<file path="src/rtl/urv_dbg_mbx_host.sv">
// Host-side bridge to the uRV debug mailbox: queues host words, strobes them into the core
// mailbox one at a time and captures core replies. Optional ack timeout: URV_DBG_MBX_TIMEOUT_EN.
module urv_dbg_mbx_host #(
  parameter int g_fifo_depth     = 4,
  parameter int g_timeout_cycles = 1024
) (
  input  logic        clk_i,
  input  logic        rst_n_i,
  input  logic        host_tx_valid_i,
  input  logic [31:0] host_tx_data_i,
  output logic        host_tx_ready_o,
  output logic        host_rx_valid_o,
  output logic [31:0] host_rx_data_o,
  input  logic        host_rx_ready_i,
  input  logic [31:0] dbg_mbx_data_i,
  output logic [31:0] dbg_mbx_data_o,
  output logic        dbg_mbx_write_o,
  output logic        busy_o,
  output logic        rx_overflow_o,
  output logic        timeout_o,
  input  logic        status_clr_i
);

  localparam int c_aw = $clog2(g_fifo_depth);
  localparam logic [c_aw:0] c_full = g_fifo_depth[c_aw:0];

  typedef enum logic [1:0] {ST_IDLE, ST_WRITE, ST_WAIT_ACK} state_t;

  state_t        r_state;
  state_t        w_state_nxt;
  logic [31:0]   r_mem [g_fifo_depth];
  logic [c_aw-1:0] r_wr_ptr;
  logic [c_aw-1:0] r_rd_ptr;
  logic [c_aw:0] r_count;
  logic [31:0]   r_shadow;
  logic [31:0]   r_last_wr;
  logic [31:0]   r_rx_data;
  logic          r_rx_valid;
  logic          r_overflow;
  logic          w_full;
  logic          w_push;
  logic          w_pop;
  logic          w_capture;
  logic          w_rx_pop;
  logic          w_tmo_hit;
  logic [31:0]   w_head;

  assign w_full   = (r_count == c_full);
  assign w_pop    = (r_state == ST_WRITE);
  assign w_head   = r_mem[r_rd_ptr];
  assign w_push   = host_tx_valid_i & host_tx_ready_o;
  assign w_rx_pop = r_rx_valid & host_rx_ready_i;

  // The shadow takes our own word on the strobe edge, so the readback of that word is not
  // mistaken for a core write; a core write that wins the same edge still differs and is seen.
  assign w_capture = (dbg_mbx_data_i != r_shadow);

  // Ready is held low while in reset; a full FIFO can still accept while its head is popped.
  assign host_tx_ready_o = rst_n_i & (~w_full | w_pop);
  assign host_rx_valid_o = r_rx_valid;
  assign host_rx_data_o  = r_rx_data;
  assign dbg_mbx_write_o = w_pop;
  assign dbg_mbx_data_o  = w_pop ? w_head : r_last_wr;
  assign busy_o          = (r_state != ST_IDLE) | (r_count != '0);
  assign rx_overflow_o   = r_overflow;

`ifdef URV_DBG_MBX_TIMEOUT_EN
  logic [15:0] r_tmo_cnt;
  logic        r_timeout;

  assign w_tmo_hit = (r_state == ST_WAIT_ACK) && ((r_tmo_cnt + 16'd1) == 16'(g_timeout_cycles));
  assign timeout_o = r_timeout;

  always_ff @(posedge clk_i or negedge rst_n_i) begin
    if (!rst_n_i) begin
      r_tmo_cnt <= '0;
      r_timeout <= 1'b0;
    end else begin
      if (r_state == ST_WRITE)
        r_tmo_cnt <= '0;
      else if (r_state == ST_WAIT_ACK)
        r_tmo_cnt <= r_tmo_cnt + 16'd1;
      // A reply arriving in the last allowed cycle is an ack, not a timeout.
      if (w_tmo_hit && !w_capture)
        r_timeout <= 1'b1;
      else if (status_clr_i)
        r_timeout <= 1'b0;
    end
  end
`else
  assign w_tmo_hit = 1'b0;
  assign timeout_o = 1'b0;
`endif

  always_ff @(posedge clk_i or negedge rst_n_i) begin
    if (!rst_n_i)
      r_state <= ST_IDLE;
    else
      r_state <= w_state_nxt;
  end

  // Leaving IDLE on the push itself gives a strobe in the cycle right after the push.
  always_comb begin
    w_state_nxt = r_state;
    unique case (r_state)
      ST_IDLE:     if ((r_count != '0) || w_push) w_state_nxt = ST_WRITE;
      ST_WRITE:    w_state_nxt = ST_WAIT_ACK;
      ST_WAIT_ACK: if (w_capture || w_tmo_hit) w_state_nxt = ST_IDLE;
      default:     w_state_nxt = ST_IDLE;
    endcase
  end

  always_ff @(posedge clk_i) begin
    if (w_push)
      r_mem[r_wr_ptr] <= host_tx_data_i;
  end

  always_ff @(posedge clk_i or negedge rst_n_i) begin
    if (!rst_n_i) begin
      r_wr_ptr <= '0;
      r_rd_ptr <= '0;
      r_count  <= '0;
    end else begin
      if (w_push)
        r_wr_ptr <= r_wr_ptr + 1'b1;
      if (w_pop)
        r_rd_ptr <= r_rd_ptr + 1'b1;
      if (w_push && !w_pop)
        r_count <= r_count + 1'b1;
      else if (!w_push && w_pop)
        r_count <= r_count - 1'b1;
    end
  end

  always_ff @(posedge clk_i or negedge rst_n_i) begin
    if (!rst_n_i) begin
      r_shadow   <= '0;
      r_last_wr  <= '0;
      r_rx_data  <= '0;
      r_rx_valid <= 1'b0;
      r_overflow <= 1'b0;
    end else begin
      if (w_pop) begin
        r_shadow  <= w_head;
        r_last_wr <= w_head;
      end else if (w_capture) begin
        r_shadow <= dbg_mbx_data_i;
      end
      // An unconsumed reply is kept; the newer word is dropped and flagged.
      if (w_capture && (!r_rx_valid || w_rx_pop)) begin
        r_rx_data  <= dbg_mbx_data_i;
        r_rx_valid <= 1'b1;
      end else if (w_rx_pop) begin
        r_rx_valid <= 1'b0;
      end
      if (w_capture && r_rx_valid && !w_rx_pop)
        r_overflow <= 1'b1;
      else if (status_clr_i)
        r_overflow <= 1'b0;
    end
  end

endmodule

</file>
<file path="config.mk">
export PLATFORM = sky130hd
export DESIGN_NAME = urv_dbg_mbx_host
export DESIGN_NICKNAME = d
export VERILOG_FILES = /design/src/rtl/urv_dbg_mbx_host.sv
export SDC_FILE = /design/constraint.sdc
export NUM_CORES = 1
export LEC_CHECK = 0
export CORE_UTILIZATION = 29
export CTS_BUF_LIST = sky130_fd_sc_hd__clkbuf_16
export CTS_CLUSTER_SIZE = 8
export DETAILED_ROUTE_END_ITERATION = 10
export DONT_BUFFER_PORTS = 1
export HOLD_SLACK_MARGIN = 0.06
export PLACE_DENSITY = 0.44
export SYNTH_ARGS = -nofsm -noshare
export SYNTH_HDL_FRONTEND = slang
export SYNTH_SLANG_ARGS = --single-unit
</file>
<file path="constraint.sdc">
create_clock -name clk_i -period 2.2 [get_ports clk_i]
set_clock_uncertainty 0.1 [all_clocks]
set_input_delay 0.22 -clock clk_i [delete_from_list [all_inputs] [get_ports clk_i]]
set_output_delay 0.22 -clock clk_i [all_outputs]
set_load 0.01 [all_outputs]
</file>
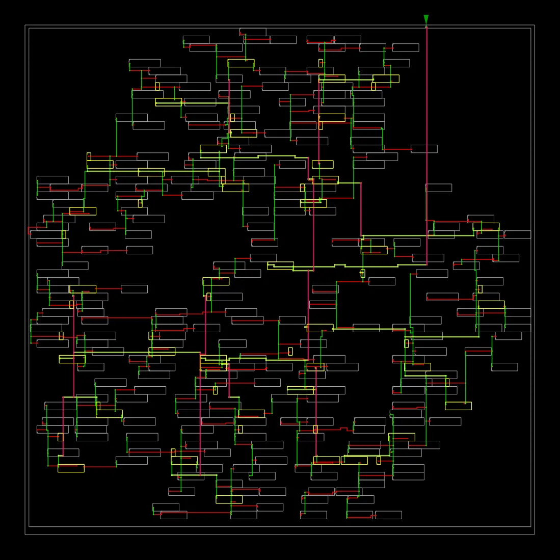
run_1/final_clocks.png
Clk Latency, worst-skew pair: 0.52 ns
Num CTS Buffers: 35
CLK BUF: 35
registers: 235
TritonCTS Sinks: 235

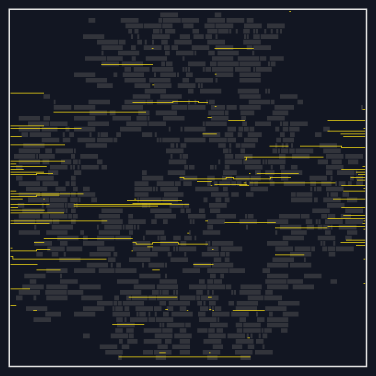
run_1/met3.png
Drawn at 2 px/um. Cells faint in the background.
The wires run mostly horizontal. The layer holds 6.0% of the routed length. The layer carries 1550 um of wire.
met3 GRT Util: 4.03%
via count: 5199
drt total wl: 25800 um

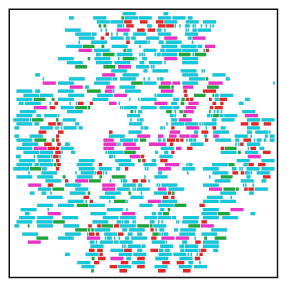
run_1/drive_strength.png
Drawn at 1.5 px/um.
Green stands for drive 2, cells 77, most used mux4_2. Red stands for drive 3 to 4, cells 113, most used buf_4. Cyan stands for drive 1 or less, cells 494, most used edfxtp_1. Magenta stands for drive 6 and up, cells 62, most used clkbuf_16.
synthesis-to-finish area growth: 37.8%
number of non-clock buffers: 139
Final Instance Area: 12400 um^2
fin worst setup slack: -0.136 ns

==> impl_metrics.ini, run 1 <==
; physical design summary
[status]
status = finished with violations
violations = hold timing, setup timing

[run]
cap_violations = 0
warnings = 35

[drt]
wire_per_inst_um = 22.6
ant_nets = 0

[yosys]
top_area_cell = edfxtp_1
top_cells_by_area = edfxtp_1, dfrtp_1, mux4_2
ys_warn_count = 0
netlist_area_um2 = 8970
most_common_cell = nand2_1

[pwr]
vdd_drop_max_v = 0.000650
p_per_area_nw_per_um2 = 1360

[final_layout]
antennaDiodeCount = 0
flop_area_um2 = 6520

[timing]
hold_viol = 107
setup_tns_ns = -3.05
worst_slack_ns = -0.136
setup_viol = 49
finalClockPeriodUsage_pct = 106
whs_ns = -0.709

[place]
dp_worst_setup_slack_ns = -0.259
dp_cells = 961
dpl_cell_area_um2 = 9650

[cts]
tritoncts = done
clock_path_buffers = 3

[setup_path]
max_stage_delay_ns = 0.42
critical-path-slowest-cell = nor4_2
endpoint_kind = flip-flop
crit_fanout = 9
critPathLaunchType = flip-flop

[grt]
grt.overflow.total = 0

[floorplanning]
ios = 139
fp_util_pct = 29.4
run 1: what timing repair did:
item / in CTS / in global routing
gates cloned: 5 / 3
pin swaps: 10 / 17
endpoints found under the setup margin: 67 / 68
buffers inserted: 31 / 14
endpoints found under the hold margin: 305 / 107
resized: 122 / 31
run 1: metal layers:
metal / vias to the layer above / share of wire, % / wire length [um] / track usage, %
met2: 137 / 50 / 12800 / 27.9
met4: 0 / 2.4 / 612 / 4.91
li1: 2330 / - / - / -
met3: 43 / 6.0 / 1550 / 4.03
met1: 2689 / 42 / 10800 / 20.6
met5: - / 0 / 0 / 0
run 1: flip-flops by register name (all words and copies together) (netlist names):
signal / cells
host_rx_data_o: 32
r_mem: 128
rx_overflow_o: 1
host_rx_valid_o: 1
r_shadow: 32
r_last_wr: 32
r_wr_ptr: 2
r_rd_ptr: 2
r_state: 2
r_count: 3
run 1: critical path, delay by kind of cell, from the launching register on:
family / cells / cell delay [ns]
flip-flops: 1 / 0.37
AND-OR/OR-AND: 1 / 0.28
XOR/XNOR: 1 / 0.17
multiplexers: 1 / 0.31
buffers and inverters: 2 / 0.30
AND/OR/NAND/NOR: 2 / 0.67
run 1: cell type report:
cell class | instances | share of cell area (%)
well taps | 396 | 4.01
flip-flops and latches | 235 | 52.8
multi-input cells | 302 | 22.5
clock inverters | 29 | 1.22
clock buffers | 35 | 7.08
inverters | 6 | 0.202
repair buffers | 139 | 12.2
run 1: report_power, final:
group          internal (uW)  leakage (uW)  switching [uW]
Clock                   2890      0.000592            1950
Combinational           2580       0.00210            3250
Sequential              5690       0.00243             446
run 1: cell families after synthesis:
logic type,synth area share [%]
XOR/XNOR,3.71
AND-OR/OR-AND,0.502
adder cells (fa/ha/maj),0.920
other,0.0418
flip-flops,72.7
multiplexers,12.3
AND/OR/NAND/NOR,8.28
buffers and inverters,1.58
run 1: path summary, 6_finish.rpt:
check                      slack (ns)                             to                      from  cells past startpoint
max in group asynchronous        2.42        r_rd_ptr[0]$_DFFE_PN0N_                   rst_n_i                      0
hold / removal                  -0.71        r_last_wr[11]$_DFF_PN0_                   rst_n_i                      0
hold reg to reg                  0.41        r_last_wr[11]$_DFF_PN0_   r_last_wr[11]$_DFF_PN0_                      2
setup / recovery                -0.14  host_rx_data_o[2]$_DFFE_PN0P_  r_shadow[15]$_DFFE_PN0P_                      7
setup reg to reg                -0.14  host_rx_data_o[2]$_DFFE_PN0P_  r_shadow[15]$_DFFE_PN0P_                      7
min in group clk_i               0.15          r_mem[2][9]$_DFFE_PP_           host_tx_valid_i                      2
run 1: placed cells by master (no fill, tap or decap), types with 2 or more instances in the layout:
cell type / n
and3_2: 4
buf_12: 10
buf_16: 3
buf_4: 47
buf_6: 3
buf_8: 5
clkbuf_16: 37
clkinv_8: 2
dfrtp_1: 105
dfrtp_2: 2
dlygate4sd3_1: 68
edfxtp_1: 128
ha_1: 4
inv_1: 28
inv_2: 2
mux2_4: 33
mux4_2: 32
nand2_1: 108
nand2_2: 29
nand2_4: 27
nand2b_1: 2
nand4_1: 2
nor2_1: 2
nor4_1: 4
nor4_2: 4
xnor2_1: 4
xor2_1: 34
==> run 1 -> run 2 <==
TNS_END_PERCENT = 1   (was default)
clock period = 1.98 ns   (was 2.2 ns; I/O delays follow)
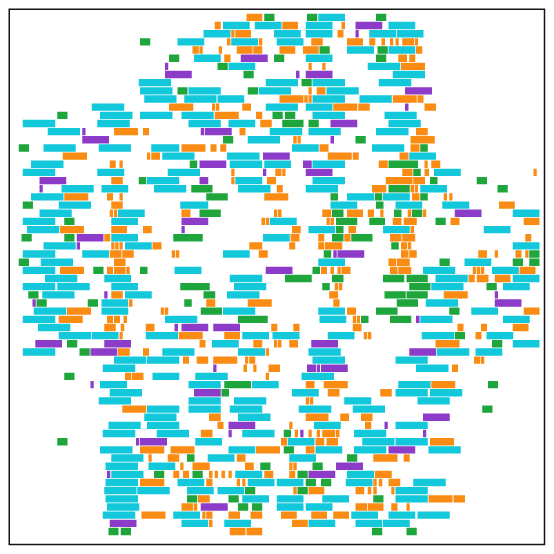
run_2/cell_classes.png
Drawn at 3 px/um.
Orange stands for all other logic, cells 308, share of their area 24%. Cyan stands for flip-flops, cells 235, share of their area 56%. Green stands for other buffers and delay cells, cells 116, share of their area 12%. Purple stands for clock drivers and dummy loads, cells 64, share of their area 8.5%.

==> run 2 against run 1 <==
The run still ends with hold timing, setup timing left; sequential share of layout area rose by 0.71 points; design area down 1.3%; setup slack worse by 0.18 ns; global-route usage down 0.81 points; largest power group unchanged; highest routed layer unchanged.
==> impl_metrics.ini, run 2 <==
; physical design summary
[timing]
setup_viol = 66
hold_viol = 107
worst_slack_ns = -0.314
whs_ns = -0.709

[place]
dp_worst_setup_slack_ns = -0.529
dpl_cell_area_um2 = 9800

[yosys]
top_area_cell = edfxtp_1
netlist_area_um2 = 8970
top_cells_by_area = edfxtp_1, dfrtp_1, mux4_2
ys_warn_count = 0

[setup_path]
cp_num_buf_inv = 2
crit_cells = 7
critPathLaunchType = flip-flop
crit_fanout = 8
crit_path_end = host_rx_data_o[6]$_DFFE_PN0P_

[status]
violations = hold timing, setup timing
status = finished with violations

[run]
warnings = 37
cap_violations = 0

[floorplanning]
ios = 139

[final_layout]
lay_top_count = edfxtp_1
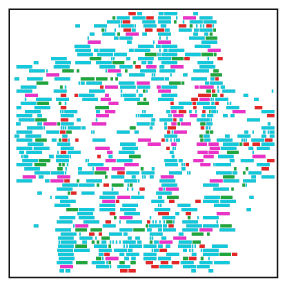
run_2/drive_strength.png
Drawn at 1.5 px/um.
Green stands for drive 2, cells 99, most used nand2_2. Magenta stands for drive 6 and up, cells 66, most used clkbuf_16. Cyan stands for drive 1 or less, cells 485, most used edfxtp_1. Red stands for drive 3 to 4, cells 73.
number of non-clock buffers: 116
Final Instance Area: 12200 um^2

==> run 2: cell counts after synthesis <==
No cell type changed its count.
==> run 2: report_power, final <==
group | switching, uW | total [uW] | internal, uW | leakage [uW]
clock | 2090 | 5280 | 3190 | 0.000576
combinational | 3480 | 6100 | 2620 | 0.00197
sequential | 483 | 6800 | 6320 | 0.00243
total | 6060 | 18200 | 12100 | 0.00498
==> run 2: cell families (layout without fill, tap and decap cells) <==
group	count (synthesis)	count (layout)	synth area share, %
compound gates	5	5	0.502
xor+xnor	38	38	3.71
fa+ha+maj	6	6	0.920
buf+inv	29	186	1.58
flops	235	235	72.7
mux	66	66	12.3
other cells	1	2	0.0418
simple gates	186	186	8.28
==> run 2: worst min path at each step <==
stage | end | startpoint | slack, ns | cells after the start
after floorplan | host_rx_data_o[0]$_DFFE_PN0P_ | rst_n_i | -0.20 | 0
after global placement | host_rx_data_o[3]$_DFFE_PN0P_ | rst_n_i | -0.19 | 0
after detailed placement | host_rx_data_o[3]$_DFFE_PN0P_ | rst_n_i | -0.19 | 0
after CTS | host_rx_data_o[3]$_DFFE_PN0P_ | rst_n_i | -0.73 | 0
after global routing | host_rx_data_o[3]$_DFFE_PN0P_ | rst_n_i | -0.73 | 0
final | host_rx_data_o[3]$_DFFE_PN0P_ | rst_n_i | -0.71 | 0
==> run 2: what timing repair did <==
item,in CTS,in global routing
setup buffers,3,4
hold endpoints to repair,305,107
setup endpoints to repair,69,67
pin swaps,19,11
resized,79,69
cloned,3,2
==> run 2: stage by stage <==
stage	power, uW	cells
after floorplan	9770	566
after global placement	11400	975
after detailed placement	11500	975
after CTS	17900	1113
after global routing	19200	1119
final	18200	1120
==> run 2: cell type report <==
class	instances	area (um^2)
well taps	396	495
repair buffers	116	1380
multi-input cells	302	2770
clock buffers	35	876
inverters	6	27.5
flip-flops and latches	235	6520
clock inverters	29	124
fillers	2773	18300
diodes	1	2.50
==> run 2: routing by layer <==
metal	wire length (um)	share of wire (%)	vias to the layer above	GRT usage, %
met5	0	0	-	0
met4	565	2.3	0	5.24
met3	1480	6.0	36	4.46
met2	12600	51	122	26.7
met1	10000	41	2594	18.8
li1	-	-	2276	-
==> run 2 -> run 3 <==
CAP_MARGIN = 25   (was default)
MAX_ROUTING_LAYER = met4   (was default)
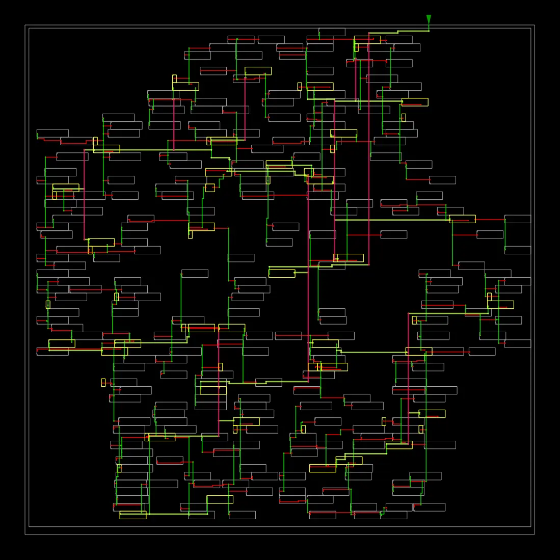
run_3/final_clocks.png
Clk Latency, worst-skew pair: 0.50 ns
P_clk: 5280 uW

==> run 3 against run 2 <==
The run still ends with hold timing, setup timing left; setup slack better by 0.0044 ns; power about the same; sequential share of layout area about the same; via count down 0.36%; register-to-register slack about the same.
==> impl_metrics.ini, run 3 <==
; physical design summary
[setup_path]
r2r-end = host_rx_data_o[6]$_DFFE_PN0P_
crit_fanout = 8
cp_num_buf_inv = 2
critical-path-slowest-cell = nor4_2
endpoint_kind = flip-flop
r2r_slack_ns = -0.31
critPathLaunchType = flip-flop
critPathTopFamily = simple AND/OR/NAND/NOR gates
reg2reg_depth = 7

[drt]
ant_nets = 0

[floorplanning]
ios = 139
fp_util_pct = 29.4

[pwr]
vdd_drop_max_v = 0.000738
netSwitchingFraction_pct = 33.3
p_int_uw = 12100
p_per_area_nw_per_um2 = 1490
seq_power_share_pct = 37.4

[final_layout]
lay_top_count = edfxtp_1
largest-register = r_mem
final_cell_mix = edfxtp_1, dfrtp_1, nand2_1, dlygate4sd3_1, nand2_2
antennaDiodeCount = 0
syn2layout_area_growth_pct = 35.9
fin_cells = 1119

[run]
cap_violations = 0
warnings = 36

[timing]
setup_tns_ns = -15.39
hold_viol = 107
setup_viol = 66
whs_ns = -0.706
worst_slack_ns = -0.310

[cts]
numCtsBuffers = 35
clock_path_buffers = 3

[status]
status = finished with violations
violations = hold timing, setup timing

[yosys]
top_cells_by_area = edfxtp_1, dfrtp_1, mux4_2
netlist_area_um2 = 8970
most_common_cell = nand2_1
ys_warn_count = 0

[place]
dp_worst_setup_slack_ns = -0.529

[grt]
grt.overflow.total = 0
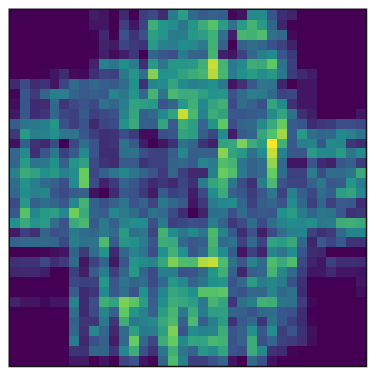
run_3/wire_density.png
Drawn at 2 px/um. 36 x 36 tiles, from dark purple (low) to yellow (high), scaled to the fullest tile. Values are wire area over tile area, all layers added.
The mean over all tiles is 0.12. The fullest tile reaches 0.44. 19% of the tiles are nearly empty. 17% of the tiles are over half the peak.
drt total wl: 24700 um
via count: 5010
GRT Total Usage: 16.1%
wire length per cell: 22.0 um

-- run 3: cell families after synthesis --
kind of cell,Yosys count,share of synthesized area (%)
DFF,235,72.7
and+or+nand+nor,186,8.28
muxes,66,12.3
xor gates and xnor gates,38,3.71
buffers and inverters,29,1.58
adders and majority gates,6,0.920
AOI/OAI and AO/OA,5,0.502
other,1,0.0418
-- run 3: timing repair --
action | CTS | global route
endpoints found under the hold margin | 305 | 107
gates resized | 79 | 69
setup endpoints to repair | 69 | 67
setup buffers | 3 | 4
pin swaps | 19 | 11
cloned | 3 | 2
-- run 3: power groups by stage --
stage / combinational, uW / clock (uW) / sequential, uW
floorplan: 3040 / 0 / 6730
global placement: 4580 / 0 / 6810
detailed placement: 4650 / 0 / 6850
CTS: 5720 / 5430 / 6790
global route: 6650 / 5650 / 6910
finish: 6090 / 5280 / 6800
-- run 3: area by class of cell --
cell class,instances,area (um^2)
clock buffer,35,876
multi-input combinational,302,2770
fill,2772,18300
tap,396,495
clock inverter,29,124
inverter,6,27.5
sequential,235,6520
timing repair buffer,116,1380
-- run 3: layer usage --
| layer | global-route usage [%] | wire length (um) | vias up |
|---|---|---|---|
| met5 | - | 0 | - |
| met4 | 5.09 | 567 | 0 |
| met3 | 4.41 | 1520 | 36 |
| met2 | 26.8 | 12600 | 126 |
| met1 | 18.9 | 9970 | 2573 |
| li1 | - | - | 2275 |
-- run 3: worst max path at each step --
stage	from	slack (ns)	end	cells after the start
detailed placement	r_shadow[17]$_DFFE_PN0P_	-0.53	host_rx_data_o[26]$_DFFE_PN0P_	7
CTS	r_shadow[18]$_DFFE_PN0P_	-0.34	host_rx_data_o[18]$_DFFE_PN0P_	7
finish	r_shadow[24]$_DFFE_PN0P_	-0.31	host_rx_data_o[6]$_DFFE_PN0P_	7
floorplan	r_state[1]$_DFFE_PN0P_	-0.21	r_count[2]$_DFFE_PN0P_	12
global placement	r_shadow[17]$_DFFE_PN0P_	-0.51	host_rx_data_o[27]$_DFFE_PN0P_	7
global route	r_shadow[17]$_DFFE_PN0P_	-0.40	host_rx_data_o[5]$_DFFE_PN0P_	8
-- run 3: through the flow --
step                      power, uW  area (um^2)
after global routing          19200        12200
after detailed placement      11500         9800
after global placement        11400         9800
after floorplan                9770         9000
after CTS                     17900        11800
final                         18200        12200
Power figures rest on the tool's default switching activity, not on a simulated workload.
